cell_classes.png
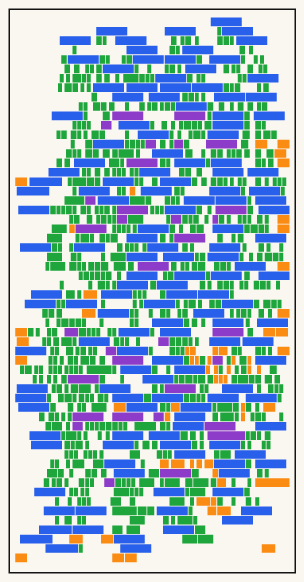
density.png
8 x 16 tiles, from white (low) to dark blue (high), 0 to 100% covered.
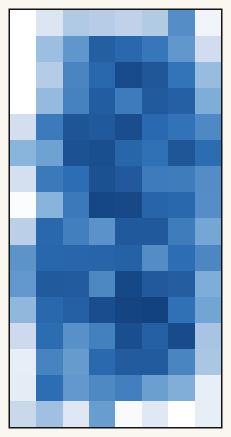
registers.png
Bar = 20 um.
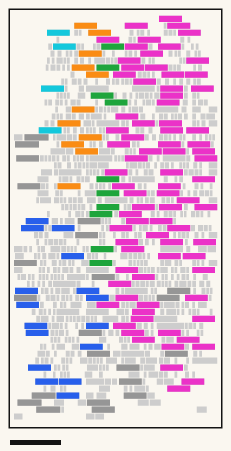
met3.png
Bar = 20 um.
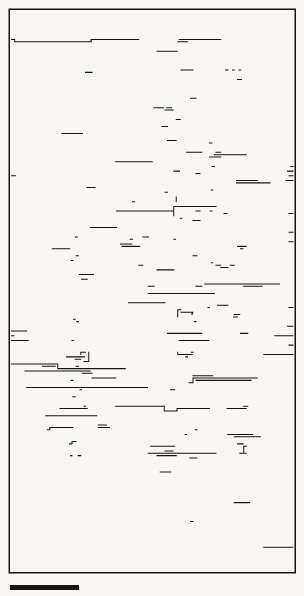
==> config.mk <==
export PLATFORM = sky130hd
export DESIGN_NAME = ps2_key_event
export DESIGN_NICKNAME = d
export VERILOG_FILES = /design/src/rtl/ps2_key_event.sv
export SDC_FILE = /design/constraint.sdc
export NUM_CORES = 1
export LEC_CHECK = 0
export ABC_AREA = 1
export CAP_MARGIN = 20
export CORE_ASPECT_RATIO = 2
export CORE_UTILIZATION = 55
export DETAILED_ROUTE_END_ITERATION = 12
export GPL_TIMING_DRIVEN = 0
export HOLD_SLACK_MARGIN = 0.03
export PLACE_DENSITY = 0.81
export SETUP_SLACK_MARGIN = 0.15
export SYNTH_ARGS = -nofsm -noshare
export SYNTH_HDL_FRONTEND = slang
export SYNTH_SLANG_ARGS = --single-unit
==> constraint.sdc <==
create_clock -name clk -period 6.95 [get_ports clk]
set_input_delay 1.39 -clock clk [delete_from_list [all_inputs] [get_ports clk]]
set_output_delay 1.39 -clock clk [all_outputs]
set_load 0.005 [all_outputs]
==> flow_metrics.env <==
# flow metrics
export IMPL_grtUsageMet2=0.521
export IMPL_chipArea_um2=13400
export IMPL_adder_share=0.0293
export IMPL_top_area_cell="dfrtp_1"
export IMPL_peakVddDrop_uv=297
export IMPL_synth_warnings=0
export IMPL_dp_cells=1029
export IMPL_cap_violations=0
export IMPL_worstPathArrival_ns=2.63
export IMPL_wl_met2_um=9600
export IMPL_status="finished, final reports clean"
export IMPL_power_leader="combinational logic"
export IMPL_pwr_share_comb=0.371
export IMPL_powerDensity_nw_per_um2=367
export IMPL_tightestPinTransition_ns=0.771
export IMPL_grt_overflow_total=0
export IMPL_avgSynthCellArea_um2=8.28
export IMPL_synthArstFlopShare=1.00
export IMPL_cp_top_family="buffers and inverters"
export IMPL_lay_top_count="nand2_1"
export IMPL_taps=150
export IMPL_hold_slack_ns=0.355
export IMPL_nets=920
export IMPL_critPathBufInv=3
export IMPL_endpoint_kind="output pin"
export IMPL_clock_sinks=143
export IMPL_fin_crit_ns=4.02
export IMPL_wl_met3_um=668
export IMPL_p_comb_mw=1.10
export IMPL_postSynthSeqShare=0.506
export IMPL_simple_gate_share=0.213
export IMPL_top_layer_used="met4"
export IMPL_hold_viol=0
export IMPL_leakagePower_nw=3.71
export IMPL_crit_cells=7
export IMPL_antenna_found_initial=0
export IMPL_p_int_mw=1.85
export IMPL_grt_max_degree=83
export IMPL_synth_seq_cells=143
export IMPL_seq_cells=143
About cell_classes.png:
- orange: other buffers and delay cells (cells 60)
- blue: flip-flops (cells 143)
- green: all other logic (cells 676)
- purple: clock drivers and dummy loads (cells 32)
Final Instance Area: 8100 um^2
fraction of area in registers: 0.443
Final Util: 0.645
# rows: 58
core area: 12600 um^2

About density.png:
- fullest tile: 93%
- emptiest ninth of the die: upper left
- mean over tiles: 59%
Initial Utilization: 0.565

About registers.png:
- magenta: `mem_q` (flops 80)
- orange: `frame_q` (flops 11)
- green: `push_data_q` (flops 10)
- blue: `tmr_q` (flops 16)
- cyan: `bit_cnt_q` (flops 4; where upper left)
- not colored: 22
P_seq: 0.978 mW
FF+latch area: 3580 um^2

About met3.png:
- nets with wire on the layer: 80
- share of all routed wire: 3.8%
Post-Route WL: 17600 um
met3 usage: 0.0622
vias post-DR: 6072

Power figures rest on the tool's default switching activity, not on a simulated workload.
